==> src/rtl/i2c_reg_bank_pkg.sv <==
// Shared definitions for the I2C register bank: register offsets, packed
// register layouts and small helpers used by the bank and its FIFOs.
package i2c_reg_bank_pkg;

  // Byte offsets of the register map (bits [1:0] are always zero).
  localparam logic [8:0] ADDR_GIE     = 9'h01C;
  localparam logic [8:0] ADDR_ISR     = 9'h020;
  localparam logic [8:0] ADDR_IER     = 9'h028;
  localparam logic [8:0] ADDR_SOFTR   = 9'h040;
  localparam logic [8:0] ADDR_CR      = 9'h100;
  localparam logic [8:0] ADDR_SR      = 9'h104;
  localparam logic [8:0] ADDR_TX_FIFO = 9'h108;
  localparam logic [8:0] ADDR_RX_FIFO = 9'h10C;
  localparam logic [8:0] ADDR_ADR     = 9'h110;
  localparam logic [8:0] ADDR_TX_OCY  = 9'h114;
  localparam logic [8:0] ADDR_RX_OCY  = 9'h118;
  localparam logic [8:0] ADDR_TEN_ADR = 9'h11C;
  localparam logic [8:0] ADDR_RX_PIRQ = 9'h120;
  localparam logic [8:0] ADDR_GPO     = 9'h124;
  localparam logic [8:0] ADDR_TSUSTA  = 9'h128;

  // Eight consecutive timing registers starting at TSUSTA:
  // TSUSTA, TSUSTO, THDSTA, TSUDAT, TBUF, THIGH, TLOW, THDDAT.
  localparam int NUM_TIMING = 8;

  // Only this key value in SOFTR[3:0] starts a soft reset.
  localparam logic [3:0] SOFTR_KEY = 4'hA;

  typedef struct packed {
    logic gc_en;
    logic rsta;
    logic txak;
    logic tx;
    logic msms;
    logic tx_fifo_rst;
    logic en;
  } cr_t;

  typedef struct packed {
    logic       tx_empty;
    logic       rx_empty;
    logic       rx_full;
    logic       tx_full;
    logic [3:0] sts;
  } sr_t;

  // Shared layout of ISR and IER.
  typedef struct packed {
    logic tx_half;
    logic nas;
    logic aas;
    logic bnb;
    logic rx_thr;
    logic tx_empty;
    logic tx_err;
    logic arb_lost;
  } isr_t;

  typedef struct packed {
    logic       stop;
    logic       start;
    logic [7:0] data;
  } tx_entry_t;

  // Width of the occupancy / threshold fields for a given FIFO depth.
  function automatic int occ_w(input int depth);
    return $clog2(depth);
  endfunction

  // Byte offset of timing register idx (0..7).
  function automatic logic [8:0] timing_addr(input int idx);
    return ADDR_TSUSTA + 9'(idx * 4);
  endfunction

endpackage

==> src/rtl/i2c_sync_fifo.sv <==
// Single-clock FIFO with occupancy count. Pop on empty is ignored; a push on
// a full FIFO is accepted only when a pop frees a slot in the same cycle.
module i2c_sync_fifo #(
  parameter int WIDTH = 8,
  parameter int DEPTH = 16
) (
  input  logic                     clk,
  input  logic                     clr,
  input  logic                     push,
  input  logic [WIDTH-1:0]         wdata,
  input  logic                     pop,
  output logic [WIDTH-1:0]         rdata,
  output logic [$clog2(DEPTH):0]   count,
  output logic                     full,
  output logic                     empty
);

  localparam int AW = $clog2(DEPTH);

  logic [WIDTH-1:0] mem [DEPTH];
  logic [AW-1:0]    wr_ptr;
  logic [AW-1:0]    rd_ptr;
  logic [AW:0]      cnt_q;
  logic             do_push;
  logic             do_pop;

  assign empty   = (cnt_q == '0);
  assign full    = (cnt_q == (AW+1)'(DEPTH));
  assign do_pop  = pop & ~empty;
  assign do_push = push & (~full | do_pop);
  assign rdata   = mem[rd_ptr];
  assign count   = cnt_q;

  // Storage array; contents need no reset since count gates visibility.
  always_ff @(posedge clk) begin
    if (do_push) mem[wr_ptr] <= wdata;
  end

  // Pointer and occupancy bookkeeping.
  always_ff @(posedge clk) begin
    if (clr) begin
      wr_ptr <= '0;
      rd_ptr <= '0;
      cnt_q  <= '0;
    end else begin
      if (do_push) wr_ptr <= wr_ptr + AW'(1);
      if (do_pop)  rd_ptr <= rd_ptr + AW'(1);
      case ({do_push, do_pop})
        2'b10:   cnt_q <= cnt_q + (AW+1)'(1);
        2'b01:   cnt_q <= cnt_q - (AW+1)'(1);
        default: cnt_q <= cnt_q;
      endcase
    end
  end

endmodule

==> src/rtl/i2c_reg_bank.sv <==
// Register bank and FIFO front-end of the I2C controller: decodes the
// single-beat register bus, holds control/timing registers, the TX/RX FIFOs,
// the interrupt status logic and the keyed soft reset.
module i2c_reg_bank
  import i2c_reg_bank_pkg::*;
#(
  parameter int          FIFO_DEPTH = 16,
  parameter int          GPO_W      = 12,
  parameter logic [31:0] TIMING_RST = 32'h0
) (
  input  logic             clk,
  input  logic             rst,
  input  logic             req_valid,
  input  logic             req_we,
  input  logic [8:0]       req_addr,
  input  logic [31:0]      req_wdata,
  output logic             rsp_valid,
  output logic [31:0]      rsp_rdata,
  output logic             rsp_err,
  output logic [6:0]       cr_o,
  output logic [6:0]       adr_o,
  output logic [2:0]       ten_adr_o,
  output logic [GPO_W-1:0] gpo_o,
  output logic [31:0]      tsusta_o,
  output logic [31:0]      tsusto_o,
  output logic [31:0]      thdsta_o,
  output logic [31:0]      tsudat_o,
  output logic [31:0]      tbuf_o,
  output logic [31:0]      thigh_o,
  output logic [31:0]      tlow_o,
  output logic [31:0]      thddat_o,
  output logic             tx_valid_o,
  output logic [9:0]       tx_data_o,
  input  logic             tx_pop_i,
  input  logic             rx_push_i,
  input  logic [7:0]       rx_data_i,
  output logic             rx_full_o,
  input  logic [4:0]       evt_i,
  input  logic [3:0]       sts_i,
  output logic             soft_rst_o,
  output logic             irq_o
);

  localparam int          OW      = occ_w(FIFO_DEPTH);
  localparam logic [OW:0] TX_HALF = (OW+1)'(FIFO_DEPTH / 2);

  // Bus protocol: the bank is always ready, so every cycle with req_valid=1
  // is one accepted request. Exactly one cycle later rsp_valid=1 for one
  // cycle with rsp_rdata (0 for writes) and rsp_err (unmapped offset).
  // There is no back-pressure on either side.

  logic        soft_rst_q;
  logic        rst_all;
  logic [8:0]  word;
  logic        wr_en;
  logic        rd_en;

  logic        gie_q;
  logic [7:0]  isr_q;
  logic [7:0]  ier_q;
  cr_t         cr_q;
  logic [6:0]  adr_q;
  logic [2:0]  ten_adr_q;
  logic [OW-1:0]    pirq_q;
  logic [GPO_W-1:0] gpo_q;
  logic [31:0] timing_q [NUM_TIMING];
  logic        irq_q;

  isr_t        isr_set;
  logic [7:0]  isr_tgl;
  logic [7:0]  isr_next;
  sr_t         sr;

  tx_entry_t   tx_head;
  logic        tx_push, tx_clr, tx_full, tx_empty;
  logic [OW:0] tx_count, tx_ocy;
  logic [7:0]  rx_head;
  logic        rx_pop, rx_full, rx_empty;
  logic [OW:0] rx_count, rx_ocy;

  logic [31:0] rdata;
  logic        mapped;
  logic        rsp_valid_q;
  logic [31:0] rsp_rdata_q;
  logic        rsp_err_q;

  logic        unused_bits;

  assign word    = {req_addr[8:2], 2'b00};
  assign wr_en   = req_valid & req_we;
  assign rd_en   = req_valid & ~req_we;
  assign rst_all = rst | soft_rst_q;

  // The TX FIFO is held empty while CR.TX_FIFO_Reset is set.
  assign tx_clr  = rst_all | cr_q.tx_fifo_rst;
  assign tx_push = wr_en & (word == ADDR_TX_FIFO) & ~tx_full & ~cr_q.tx_fifo_rst;
  assign rx_pop  = rd_en & (word == ADDR_RX_FIFO);

  i2c_sync_fifo #(.WIDTH(10), .DEPTH(FIFO_DEPTH)) u_tx_fifo (
    .clk   (clk),
    .clr   (tx_clr),
    .push  (tx_push),
    .wdata (req_wdata[9:0]),
    .pop   (tx_pop_i),
    .rdata (tx_head),
    .count (tx_count),
    .full  (tx_full),
    .empty (tx_empty)
  );

  i2c_sync_fifo #(.WIDTH(8), .DEPTH(FIFO_DEPTH)) u_rx_fifo (
    .clk   (clk),
    .clr   (rst_all),
    .push  (rx_push_i),
    .wdata (rx_data_i),
    .pop   (rx_pop),
    .rdata (rx_head),
    .count (rx_count),
    .full  (rx_full),
    .empty (rx_empty)
  );

  assign sr     = {tx_empty, rx_empty, rx_full, tx_full, sts_i};
  assign tx_ocy = (tx_count == '0) ? '0 : tx_count - (OW+1)'(1);
  assign rx_ocy = (rx_count == '0) ? '0 : rx_count - (OW+1)'(1);

  // Interrupt status sources; a source at 1 sets its ISR bit that cycle.
  always_comb begin
    isr_set          = '0;
    isr_set.arb_lost = evt_i[0];
    isr_set.tx_err   = evt_i[1];
    isr_set.tx_empty = tx_empty;
    isr_set.rx_thr   = (rx_count >= ({1'b0, pirq_q} + (OW+1)'(1)));
    isr_set.bnb      = evt_i[2];
    isr_set.aas      = evt_i[3];
    isr_set.nas      = evt_i[4];
    isr_set.tx_half  = (tx_count <= TX_HALF);
  end

  // Writing 1 toggles an ISR bit; applying the set afterwards makes set win.
  assign isr_tgl  = (wr_en && word == ADDR_ISR) ? req_wdata[7:0] : 8'h00;
  assign isr_next = (isr_q ^ isr_tgl) | isr_set;

  // Soft reset strobe: one cycle, only for the correct key.
  always_ff @(posedge clk) begin
    if (rst) soft_rst_q <= 1'b0;
    else     soft_rst_q <= wr_en & (word == ADDR_SOFTR) & (req_wdata[3:0] == SOFTR_KEY);
  end

  // Read/write control, status and timing registers.
  always_ff @(posedge clk) begin
    if (rst_all) begin
      gie_q     <= 1'b0;
      isr_q     <= '0;
      ier_q     <= '0;
      cr_q      <= '0;
      adr_q     <= '0;
      ten_adr_q <= '0;
      pirq_q    <= '0;
      gpo_q     <= '0;
      for (int i = 0; i < NUM_TIMING; i++) timing_q[i] <= TIMING_RST;
    end else begin
      isr_q <= isr_next;
      if (wr_en) begin
        case (word)
          ADDR_GIE:     gie_q     <= req_wdata[31];
          ADDR_IER:     ier_q     <= req_wdata[7:0];
          ADDR_CR:      cr_q      <= cr_t'(req_wdata[6:0]);
          ADDR_ADR:     adr_q     <= req_wdata[6:0];
          ADDR_TEN_ADR: ten_adr_q <= req_wdata[2:0];
          ADDR_RX_PIRQ: pirq_q    <= req_wdata[OW-1:0];
          ADDR_GPO:     gpo_q     <= req_wdata[GPO_W-1:0];
          default:      ;
        endcase
        for (int i = 0; i < NUM_TIMING; i++) begin
          if (word == timing_addr(i)) timing_q[i] <= req_wdata;
        end
      end
    end
  end

  // Registered interrupt: one cycle behind the ISR/IER/GIE state.
  always_ff @(posedge clk) begin
    if (rst_all) irq_q <= 1'b0;
    else         irq_q <= gie_q & |(isr_q & ier_q);
  end

  // Read data mux and address decode; write-only offsets read as 0.
  always_comb begin
    rdata  = '0;
    mapped = 1'b1;
    case (word)
      ADDR_GIE:     rdata[31]       = gie_q;
      ADDR_ISR:     rdata[7:0]      = isr_q;
      ADDR_IER:     rdata[7:0]      = ier_q;
      ADDR_SOFTR:   ;
      ADDR_CR:      rdata[6:0]      = cr_q;
      ADDR_SR:      rdata[7:0]      = sr;
      ADDR_TX_FIFO: ;
      ADDR_RX_FIFO: rdata[7:0]      = rx_empty ? 8'h00 : rx_head;
      ADDR_ADR:     rdata[6:0]      = adr_q;
      ADDR_TX_OCY:  rdata[OW-1:0]   = tx_ocy[OW-1:0];
      ADDR_RX_OCY:  rdata[OW-1:0]   = rx_ocy[OW-1:0];
      ADDR_TEN_ADR: rdata[2:0]      = ten_adr_q;
      ADDR_RX_PIRQ: rdata[OW-1:0]   = pirq_q;
      ADDR_GPO:     rdata[GPO_W-1:0] = gpo_q;
      default:      mapped          = 1'b0;
    endcase
    for (int i = 0; i < NUM_TIMING; i++) begin
      if (word == timing_addr(i)) begin
        rdata  = timing_q[i];
        mapped = 1'b1;
      end
    end
  end

  // Registered bus response, one cycle after the request.
  always_ff @(posedge clk) begin
    if (rst_all) begin
      rsp_valid_q <= 1'b0;
      rsp_rdata_q <= '0;
      rsp_err_q   <= 1'b0;
    end else begin
      rsp_valid_q <= req_valid;
      rsp_rdata_q <= rd_en ? rdata : 32'h0;
      rsp_err_q   <= req_valid & ~mapped;
    end
  end

  assign rsp_valid  = rsp_valid_q;
  assign rsp_rdata  = rsp_rdata_q;
  assign rsp_err    = rsp_err_q;
  assign cr_o       = cr_q;
  assign adr_o      = adr_q;
  assign ten_adr_o  = ten_adr_q;
  assign gpo_o      = gpo_q;
  assign tsusta_o   = timing_q[0];
  assign tsusto_o   = timing_q[1];
  assign thdsta_o   = timing_q[2];
  assign tsudat_o   = timing_q[3];
  assign tbuf_o     = timing_q[4];
  assign thigh_o    = timing_q[5];
  assign tlow_o     = timing_q[6];
  assign thddat_o   = timing_q[7];
  assign tx_valid_o = ~tx_empty;
  assign tx_data_o  = tx_head;
  assign rx_full_o  = rx_full;
  assign soft_rst_o = soft_rst_q;
  assign irq_o      = irq_q;

  assign unused_bits = ^{req_addr[1:0], req_wdata, tx_ocy[OW], rx_ocy[OW]};

endmodule

==> config.mk <==
export PLATFORM = sky130hd
export DESIGN_NAME = i2c_reg_bank
export DESIGN_NICKNAME = d
export VERILOG_FILES = /design/src/rtl/i2c_reg_bank_pkg.sv /design/src/rtl/i2c_sync_fifo.sv /design/src/rtl/i2c_reg_bank.sv
export SDC_FILE = /design/constraint.sdc
export NUM_CORES = 1
export LEC_CHECK = 0
export CAP_MARGIN = 20
export CORE_ASPECT_RATIO = 1.75
export CORE_MARGIN = 5
export CORE_UTILIZATION = 30
export CTS_BUF_LIST = sky130_fd_sc_hd__clkbuf_4 sky130_fd_sc_hd__clkbuf_8 sky130_fd_sc_hd__clkbuf_16
export CTS_CLUSTER_SIZE = 12
export DETAILED_ROUTE_END_ITERATION = 16
export PLACE_DENSITY = 0.48
export SLEW_MARGIN = 0
export SYNTH_ARGS = -nofsm -noshare
export SYNTH_HDL_FRONTEND = slang
export SYNTH_SLANG_ARGS = --single-unit
==> constraint.sdc <==
create_clock -name clk -period 4.25 [get_ports clk]
set_clock_uncertainty 0.1 [all_clocks]
set_input_delay 0.6375 -clock clk [delete_from_list [all_inputs] [get_ports clk]]
set_output_delay 0.6375 -clock clk [all_outputs]
set_load 0.05 [all_outputs]
Figure 1. Wiring by layer (run 1).
Only two layers are drawn.
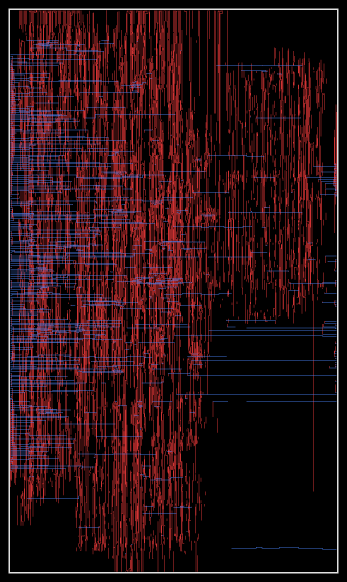
| color | layer | wire length |
|---|---|---|
| blue | M3 | 10,700 µm |
| red | M2 | 55.0 mm |

Figure 2. Hierarchy map of the flops (run 1).
Other sequential cells in the stronger gray, the rest of the logic in the fainter gray.
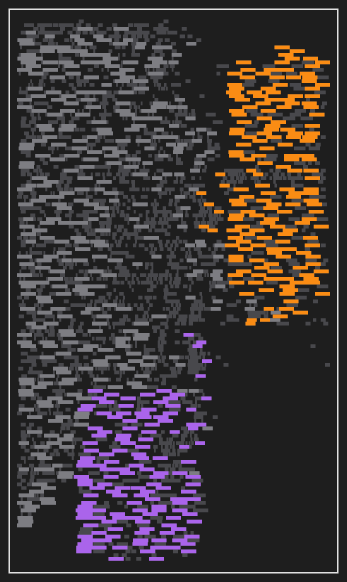
| color | scope | flops |
|---|---|---|
| purple | u_rx_fifo | 141 |
| orange | u_tx_fifo | 173 |

Figure 3. Clock routing (run 1).
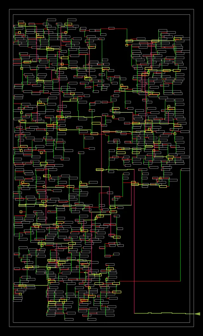
TritonCTS buffer count: 69
number of sequential storage elements: 664
number of clock-tree buffers in the layout: 109
clock insertion delay at the later pin of the skew report: 0.64 ns

==> notes.md, run 1 <==
Leaving out fill and tap cells, the most frequent cells in the layout are 544 x edfxtp_1, 392 x clkdlybuf4s50_1, 328 x nor2_1. By count the netlist is led by 544 x edfxtp_1, 333 x nor2_1, 127 x nand2_1. The vertical die dimension was 409.5 µm. The cell area power density works out to 442.0 nW/µm². The tools report the type of destination of the critical path as an output port. The global router reports that the layer with the highest usage is met2.

The wire length per cell works out to 29.51 µm. The highest net fanout along the worst path came out at 6. met1 track demand over resource after global routing is 23.81%. The portion of synthesized cell area occupied by the leading cell type is 59.71%, and the first-pass GRT wire length is 152,000 µm. Among all flip-flop cells after synthesis, the most frequent one is edfxtp_1.

Between the synthesized netlist and the finished layout, the area growth was recorded as 30.20%. In the post-route report, total wirelength is listed as 108,100 µm. With the post-synthesis area per instance at 13.95 µm², the ratio of cells with drive above 1 in the final layout is 14.89%. The clock input transition at the sequential cells of the worst setup and hold paths was 0.06 ns.

The worst register-to-register path ends at u_rx_fifo.count[3]. Using the TritonRoute via totals, the vias-per-cell ratio works out to 5.175. The peak ir drop on the vdd network came out at 0.3784 mV. The number of core rows was 146. The run finished with clean final reports.

Cell at the slowest stage of the critical path: clkdlybuf4s50_1. The critical path is of the reg2out type. For this run the top cell type by instance count after synthesis was edfxtp_1. The OpenROAD report gives the critical path a required time of 3.51 ns.

Count of filler cells inserted in the layout: 8,739. Among all stages on the critical path, the maximum delay recorded is 1.03 ns. Nets still carrying antenna violations after routing amount to 0. With the synthesis-stage register bit count at 664, the starting utilization of the core area is 30.19%. Across all register-to-register paths, the minimum setup slack is 0.68 ns. The script parses the final routing iteration and logs DRC violations as 0.

The cell area that synthesis handed to floorplanning was 27,360 µm². For the share of the yosys chip area belonging to registers, the log shows 68.50%. STA shows the worst reg2reg path with a cell count of 11. TritonCTS built the clock tree. The total routing resource utilization after global routing is 21.54%. Entering global routing, the biggest net connects 60 pins.

Setup repair after global routing left no endpoint under its margin. The tools report the number of instances in the synthesized netlist as 1,961. The power report puts the leakage power at 11.97 nW.

The async set-reset flop share out of synthesis came out at 0%. The die is 238.3 µm wide. The clock root buffer master was clkbuf_16.

The signal on the critical path passes through inv_1, ha_1, nor4bb_1, clkdlybuf4s50_1. The floorplan report gives the top-level pin count as 397. The maximum level of the CTS H-tree was 3; the sink count of the clock tree was 664.

On the final layout, the worst hold slack is 0.3754 ns. Per the final report, max-transition violations number 0. The most common library cell in the layout ignoring fill and taps was edfxtp_1. The most critical min-delay path falls under reg2reg.

The final hold violation count recorded for this run is 0. After global routing the overflow that remains totals 0. The number of maximum-capacitance violations recorded for the run is 0. The worst setup path endpoint was rx_full_o. The tool warning count for the run is 38. The detailed-placement wirelength estimate is 78,660 µm, and the number of nets in the finished design is 2,508. The run gives 20.23k as the number of global-route vias before repair. Area of the placeable core: 90,610 µm².
[run 1: metrics by stage]
| step | instance area [µm²] | setup slack (ns) | util, % |
|---|---|---|---|
| 6_report | 35620 | 0.3255 | 39.31 |
| 3_3_place_gp | 33290 | 0.4590 | 36.74 |
| 4_1_cts | 35600 | 0.2706 | 39.29 |
| 2_1_floorplan | 27360 | 0.1528 | - |
| 3_5_place_dp | 33290 | 0.4390 | 36.74 |
| 5_1_grt | 35610 | 0.2006 | 39.30 |
[run 1: layer usage]
metal | up-vias | part of all wire (%)
met4 | 6 | 3.7
met2 | 870 | 51
met1 | 9577 | 36
met3 | 184 | 9.9
met5 | - | 0.032
li1 | 8307 | -
[run 1: worst min path at each step]
stage,start,endpoint,depth (start not counted)
CTS,cr_o[2],cr_o[2],2
finish,cr_o[2],cr_o[2],2
floorplan,gie_q,irq_o,2
global placement,cr_o[2],cr_o[2],2
global route,cr_o[2],cr_o[2],2
detailed placement,cr_o[3],cr_o[3],2
[run 1: final cells by class]
class                      instances  area, µm²  share of cell area (%)
clock inverter                    13      211.5                  0.5937
clock buffer                     109       2100                   5.895
timing repair buffer             511       4890                   13.73
sequential                       664      18740                   52.61
multi-input combinational       1126       8001                   22.46
inverter                          48      180.2                  0.5058
antenna                            6      15.01                 0.04215
tap                             1184       1481                   4.159
[run 1: kinds of logic after synthesis]
kind of cell	count (synthesis)	share of synthesized area, %
flops	664	68.50
simple gates	619	10.18
compound gates	291	6.948
buf+inv	171	2.525
mux	162	9.797
xor+xnor	30	0.9605
fa+ha+maj	24	1.098
[run 1: state kept, by name, indices dropped and copies added, names as in the netlist, 3 cells and up, named ones only]
signal	cells
adr_o	7
cr_o	7
gpo_o	12
ier_q	8
isr_q	8
pirq_q	4
rsp_rdata	32
ten_adr_o	3
timing_q	256
u_rx_fifo.count	5
u_rx_fifo.mem	128
u_rx_fifo.rd_ptr	4
u_rx_fifo.wr_ptr	4
u_tx_fifo.count	5
u_tx_fifo.mem	160
u_tx_fifo.rd_ptr	4
u_tx_fifo.wr_ptr	4
[run 1: worst min-delay path, cell delays in order, from the launching register on]
cell and delay [ns]:
dfxtp_1 0.32, nand2_1 0.05, a21oi_1 0.05
[run 1: where the power goes]
group	switching, mW	internal, mW	leakage (nW)	total (mW)
Sequential	0.153	7.23	6.00	7.38
Combinational	1.42	0.702	4.80	2.12
Clock	2.62	3.62	1.17	6.23
==> run 2: changes to the inputs <==
--- a/config.mk
+++ b/config.mk
@@ -8,11 +8,11 @@
 export CAP_MARGIN = 20
 export CORE_ASPECT_RATIO = 1.75
 export CORE_MARGIN = 5
-export CORE_UTILIZATION = 30
+export CORE_UTILIZATION = 49
 export CTS_BUF_LIST = sky130_fd_sc_hd__clkbuf_4 sky130_fd_sc_hd__clkbuf_8 sky130_fd_sc_hd__clkbuf_16
 export CTS_CLUSTER_SIZE = 12
 export DETAILED_ROUTE_END_ITERATION = 16
-export PLACE_DENSITY = 0.48
+export PLACE_DENSITY = 0.73
 export SLEW_MARGIN = 0
 export SYNTH_ARGS = -nofsm -noshare
 export SYNTH_HDL_FRONTEND = slang
==> constraint.sdc (replaced) <==
create_clock -name clk -period 4.25 [get_ports clk]
set_clock_uncertainty 0.1 [all_clocks]
set_input_delay 0.425 -clock clk [delete_from_list [all_inputs] [get_ports clk]]
set_output_delay 0.425 -clock clk [all_outputs]
set_load 0.05 [all_outputs]
==> notes.md, run 2 <==
The clock root buffer master is clkbuf_16. From left edge to right edge, the die measures 188.6 µm. The sum of met3 wire segment lengths after detailed routing was 10,360 µm; the maximum number of pins on one net before global-route repair was 60. The run gives 30.92 µm for the wire length per cell.

After detailed routing, the number of remaining DRC violations is 0. The number of flip-flops in the largest register came out at 256. The registers of the reported paths see a clock transition of 0.06 ns. Averaged over all synthesized cells, the footprint is 13.95 µm². The OpenROAD report gives the critical path a required time of 3.72 ns. Ranked by flip-flop count, first place goes to timing_q. After routing the design area is 34,710 µm². The total routing resource utilization after global routing came out at 31.43%. The classification of the worst-slack hold path was in2reg.

Among all flip-flop cells after synthesis, the most frequent one is edfxtp_1. In the layout the commonest cells are 544 x edfxtp_1, 392 x clkdlybuf4s50_1, 329 x nor2_1. Once detail routing completed, the nets flagged for antenna violations numbered 0.

TritonCTS built the clock tree. The async set-reset flop share out of synthesis is 0%, and the aggregate routed wire length is 97,570 µm. The run gives 70,110 µm as the detailed-placement wirelength estimate. For this block, wires on met1 add up to 31,600 µm. CTS built an H-tree with a depth of 3.

Sorting the synthesized cells by how often they occur yields 544 x edfxtp_1, 333 x nor2_1, 127 x nand2_1. The run gives 26.87% for the area overhead of the layout relative to synthesis. Cell at the slowest stage of the critical path: clkdlybuf4s50_1. The tools report the type of destination of the critical path as an output port.

Across the run, the number of max-cap violations was 0. The run gives 4,118 as the count of filler cells inserted in the layout. The floorplan has 114 rows. With the ratio of cells with drive above 1 in the final layout at 14.09%, the final standard cell utilization of the core is 62.71%. The largest single stage delay on the critical path is 0.73 ns.

Summing all placed instances gives a cell area of 32,560 µm². According to the floorplan report, the placeable core area is 55,340 µm². Endpoints failing hold in the final report were tallied at 0. Of the post-synthesis cell area, the dominant cell type holds 59.71%.

After synthesis the cells add up to 27,360 µm². Per the synth log, the flip-flop and latch total comes to 664. The highest net fanout along the worst path came out at 16. The floorplan step records an initial core utilization of 49.43%.

In this run the static leakage power is 11.82 nW. The number of vias per cell after detailed routing was 6.184. The report lists the cells along the critical path as buf_12, mux4_2, mux4_2, clkdlybuf4s50_1. The type of the setup path with the least slack is reg2out. The run finished with clean final reports.

For this design the top-level I/O count stands at 397. OpenROAD emitted warnings numbering 38. The first global-routing pass estimated 139,800 µm of wire. Most common library cell in the layout ignoring fill and taps: edfxtp_1.

Across the VDD grid, the largest voltage drop is 0.3858 mV. In the final layout, flip-flops and latches occupy 18,740 µm². Summing the sequential cell areas from Yosys gives 68.50% of the chip area. The finished design was reported to have a net count of 2,494.
[run 2: cell counts after synthesis]
No cell type changed its count.
[run 2: cell type report]
cell class,count,share of cell area (%)
sequential,664,53.99
multi-input combinational,1126,23.02
timing repair buffer,500,13.86
clock buffer,109,5.826
tap,696,2.509
inverter,48,0.5191
clock inverter,9,0.2487
antenna,3,0.02163
[run 2: path summary, 6_finish.rpt]
| check | start | cells past startpoint | slack (ns) | end |
|---|---|---|---|---|
| min reg2reg | cr_o[2] | 2 | 0.38 | cr_o[2] |
| max | flip-flop | 4 | 0.41 | tx_data_o[8] |
| min | evt_i[2] | 2 | 0.31 | isr_q[4] |
| max reg2reg | u_rx_fifo.count[0] | 12 | 0.96 | u_rx_fifo.count[4] |
[run 2: cell families after synthesis]
kind of cell	Yosys count	synth area share (%)
flip-flops	664	68.50
AND/OR/NAND/NOR	619	10.18
AND-OR/OR-AND	291	6.948
buffers and inverters	171	2.525
multiplexers	162	9.797
XOR/XNOR	30	0.9605
adder cells (fa/ha/maj)	24	1.098
[run 2: where the power goes]
part / internal (mW) / total [mW] / switching, mW
combinational: 0.713 / 2.09 / 1.38
clock: 3.28 / 5.72 / 2.44
sequential: 7.23 / 7.41 / 0.175
[run 2: stage by stage]
step           total power [mW]  setup WS [ns]  std cells
2_1_floorplan             8.756        0.09867       1961
3_3_place_gp              9.589         0.7148       3033
3_5_place_dp              9.615         0.6124       3033
4_1_cts                   15.26         0.3435       3151
5_1_grt                   15.66         0.2848       3155
6_report                  15.22         0.4061       3155
[run 2: critical path: cells and delay by family (launching register included)]
| kind | cells | cell delay [ns] |
|---|---|---|
| multiplexers | 2 | 1.07 |
| buffers and inverters | 2 | 0.98 |
| flip-flops | 1 | 0.65 |
[run 2: per-layer routing]
metal / global-route usage [%] / vias up
met2: 54.53 / 1243
met4: 16.89 / 2
met5: 0 / -
li1: - / 8264
met1: 34.46 / 9719
met3: 9.939 / 284
Figure 4. Placement density heat map (run 2).
Bar = 50 µm. The die is cut into 19 by 32 equal tiles; dark purple is low, yellow is high, 0 to 100% covered.
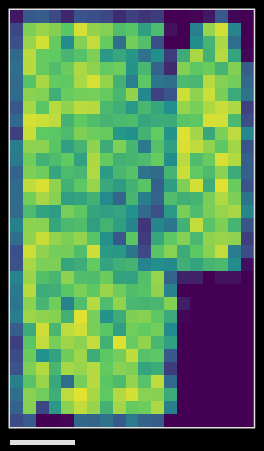
mean over tiles: 56%
tiles over 75% full: 35%
nearly empty tiles: 14%
fullest tile: 96%
emptiest ninth of the die: bottom right

Figure 5. Wiring by layer (run 2).
Only two layers are drawn.
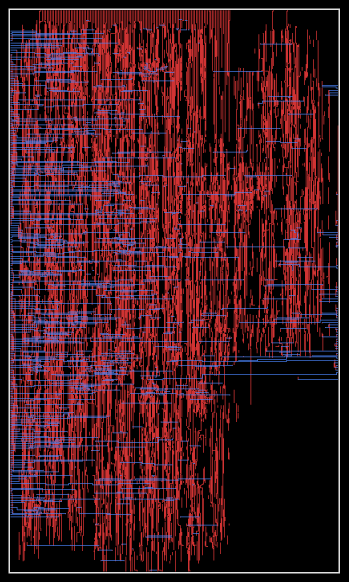
| color | layer | wire length |
|---|---|---|
| blue | M3 | 10,400 µm |
| red | M2 | 49.2 mm |

Figure 6. Clock routing (run 2).
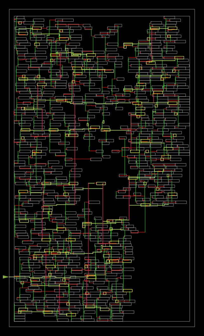
clock net sink count: 664
clock insertion delay at the later pin of the skew report: 0.61 ns
TritonCTS buffer count: 66
power in the clock group: 5.72 mW

==> run 3: changes to the inputs <==
--- a/config.mk
+++ b/config.mk
@@ -13,6 +13,7 @@
 export CTS_CLUSTER_SIZE = 12
 export DETAILED_ROUTE_END_ITERATION = 16
 export PLACE_DENSITY = 0.73
+export SETUP_SLACK_MARGIN = 0.3
 export SLEW_MARGIN = 0
 export SYNTH_ARGS = -nofsm -noshare
 export SYNTH_HDL_FRONTEND = slang
==> notes.md, run 3 <==
The run finished with clean final reports. The synthesis stat section lists a flop and latch total of 664. Per the OpenROAD floorplan log, the width of the die is 188.6 µm.

Along the critical path, the tally of buffer and inverter instances is 2. The logs give 34,730 µm² for the final design area excluding fillers and 66 for the clock buffer count from CTS. In this run the static leakage power is 11.83 nW.

The tools report the origin of the critical flop-to-flop path as u_rx_fifo.count[0]. Counting every sink on the clock net gives 664. Entering global routing, the biggest net connects 60 pins.

In this run the count of I/O pins placed on the die edge is 397. Across every metal layer, demand over resource in global routing totals 31.42%. According to the timing report, the data required time at the worst endpoint equals 3.72 ns. The residual overflow from global routing came out at 0.

Cell taking the most area after synthesis: edfxtp_1. The run gives 4,123 for the count of filler cells inserted in the layout. The cell sequence reported for the critical path is buf_12, mux4_2, mux4_2, clkdlybuf4s50_1. In this run the biggest area consumer among cell types represents 59.71% of the synthesized area. On the reported timing paths, the clock transition at the registers reads 0.06 ns. Among cell families on the critical path, the largest total delay comes from multiplexers.

The number of cells on the worst reg-to-reg path is 12, and the portion of the clock cycle consumed by the worst path in the final layout is 86.69%. Per the post-synthesis report, the number of cells in the design is 1,961. The initial antenna violation count is 3. Ranking logic cells in the layout by count gives the top entries 544 x edfxtp_1, 392 x clkdlybuf4s50_1, 329 x nor2_1. The worst hold path belongs to the class in2reg. The type of the setup path with the least slack is reg2out. With the count of cell instances traversed by the critical path at 4, the number of core rows is 114.

For reference, the final report shows the max-slew violation count at 0. Per the finish-stage timing summary, setup violations number 0. The first-pass GRT wire length was 139,500 µm; the share of the yosys chip area belonging to registers was 68.50%. Counting flops per register, the top entry is timing_q. The total of buffers placed on input and output ports is 394. Endpoints failing hold in the final report were tallied at 0. Per the hold report, the tightest min-delay path originates at evt_i[4]. Among all cell types in the netlist, the one instantiated most often is edfxtp_1.

Per the detail_route report, DRC violations left total 0. Averaged over all synthesized cells, the footprint is 13.95 µm². The met2 layer usage reported by global route is 53.63%. By count the netlist is led by 544 x edfxtp_1, 333 x nor2_1, 127 x nand2_1. The detailed-placement wirelength estimate is 70,840 µm.

Setup repair after global routing left no endpoint under its margin. In this run the power density over the cells is 441.4 nW/µm². The number of nets in the finished design was 2,490. Most heavily used metal layer in global routing: met2. The final RePlAce weighted congestion was 0.9698.

The most critical setup path has its endpoint at tx_data_o[8]. The most prevalent standard cell on the critical path was mux4_2. met1 track demand over resource after global routing is 34.70%. The number of max-cap violations was 0. The worst setup path is captured at an output port. The ratio of cells with drive above 1 in the final layout came out at 14.18%. The tree is rooted in a clkbuf_16.

The script logs the mean routed wire length per placed instance as 31.08 µm. The logs give 3 for the maximum level of the CTS H-tree and 75 for the count of different cell masters after synthesis. Across all hold checks on the routed design, the worst slack comes to 0.3269 ns. Along the worst path, the maximum fanout reaches 15. Leaving out fill and tap cells, the most frequent cell in the layout is edfxtp_1. The largest registers in the layout are timing_q: 256 flops, u_tx_fifo.mem: 160 flops, u_rx_fifo.mem: 128 flops. The logs give 55,340 µm² for the area of the placeable core and 0.83 ns for the register-to-register setup slack. The largest individual stage delay along the critical path comes from the cell clkdlybuf4s50_1.

Counting flops with a built-in enable in the synthesized netlist gives 544. TritonCTS built the clock tree. The run gives 10.47% for the global-route track usage on met3. In the synthesized netlist the async set-or-reset flop fraction comes to 0%.

The vertical die dimension works out to 322.6 µm. The peak ir drop on the vdd network is 0.3908 mV, and the area overhead of the layout relative to synthesis is 26.96%. The number of flip-flops in the largest register was 256; the starting utilization of the core area was 49.43%. Per STA, the highest per-stage delay on the worst path measures 0.76 ns. Violation count after the first detailed-route iteration: 2,211.

After detailed routing, the total wire length is 97,920 µm. The synthesized netlist occupies a cell area of 27,360 µm². The kind of launch point of the worst setup path is a flip-flop. In this run the cell area measured after placement is 32,580 µm². For this run, the detailed router reports a per-instance via density of 6.238. The clock reaches the later pin of the worst-skew pair after 0.61 ns.

Per the synth stats, the flop cell with the highest instance count is edfxtp_1. The number of global-route vias before repair was 20.00k. Once detail routing completed, the nets flagged for antenna violations numbered 0. The worst reg2reg path endpoint was u_rx_fifo.count[4]. The logs give a warning total of 38.
## run 3: cell counts after synthesis
Identical to the previous run, type by type.
## run 3: worst min-delay path by stage
stage / end / depth (start not counted) / slack, ns
final: isr_q[6] / 2 / 0.33
after global routing: isr_q[1] / 2 / 0.32
after CTS: isr_q[4] / 2 / 0.31
after detailed placement: cr_o[5] / 2 / 0.37
after global placement: cr_o[2] / 2 / 0.36
after floorplan: irq_o / 2 / 0.32
## run 3: where the power goes
part	total, mW	switching (mW)	internal, mW
Sequential	7.42	0.186	7.23
Combinational	2.10	1.39	0.713
Clock	5.81	2.46	3.35
Total	15.3	4.04	11.3
## run 3: final cells by class
type	instances	area [µm²]	area share (%)
antenna	1	2.502	0.007205
tap	696	870.8	2.507
inverter	48	180.2	0.5188
timing repair buffer	496	4787	13.78
clock inverter	7	78.83	0.2270
clock buffer	113	2069	5.958
multi-input combinational	1126	8001	23.04
sequential	664	18740	53.96
## run 3: through the flow
step | util [%] | worst slack, ns | power, mW | cells
final | 62.76 | 0.5656 | 15.33 | 3151
after global routing | 62.75 | 0.4636 | 15.77 | 3150
after CTS | 62.75 | 0.3110 | 15.37 | 3150
after detailed placement | 58.87 | 0.5387 | 9.633 | 3030
after global placement | 58.87 | 0.6732 | 9.607 | 3030
after floorplan | - | 0.7992 | 8.755 | 1961
## run 3: cell families after synthesis
kind of cell / Yosys count / synth area share, %
simple gates: 619 / 10.18
xor+xnor: 30 / 0.9605
buf+inv: 171 / 2.525
compound gates: 291 / 6.948
fa+ha+maj: 24 / 1.098
flops: 664 / 68.50
mux: 162 / 9.797
## run 3: routing by layer
metal | routed length [µm] | up-vias
met5 | 21 | -
met4 | 6637 | 4
met3 | 11180 | 299
met2 | 48710 | 1316
met1 | 31370 | 9785
li1 | - | 8252
## run 3: what timing repair did
item / CTS / global route
setup endpoints to repair: 0 / 7
setup buffers: 0 / 0
endpoints found under the hold margin: 0 / 0
hold buffers: 0 / 0
gates resized: 0 / 1
Figure 7. Placement density heat map (run 3).
Bar = 50 µm. The die is cut into 19 by 32 equal tiles; dark purple is low, yellow is high, 0 to 100% covered.
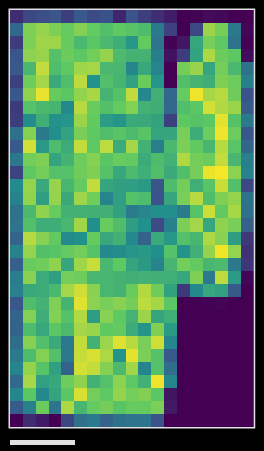
tiles over 75% full: 32%
nearly empty tiles: 12%
fullest tile: 99%

Figure 8. Wiring heat map (run 3).
The die is cut into 19 by 32 equal tiles; dark purple is low, yellow is high, scaled to the fullest tile. Values are wire area over tile area, all layers added.
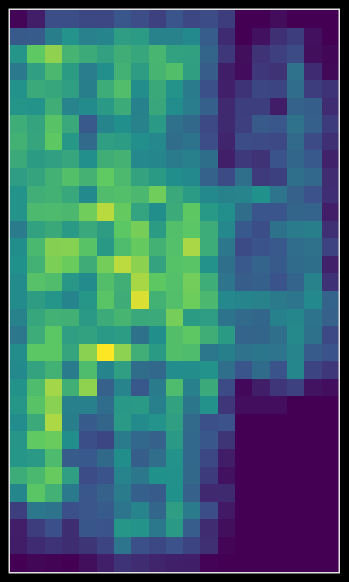
tiles over half the peak: 35%
emptiest ninth of the die: bottom right
fullest tile: 0.74

Figure 9. Wiring by layer (run 3).
Only two layers are drawn.
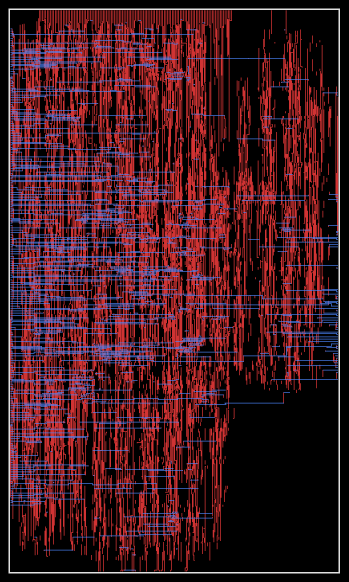
| color | layer | wire length |
|---|---|---|
| red | M2 | 48.7 mm |
| blue | M3 | 11,200 µm |

Power figures rest on the tool's default switching activity, not on a simulated workload.
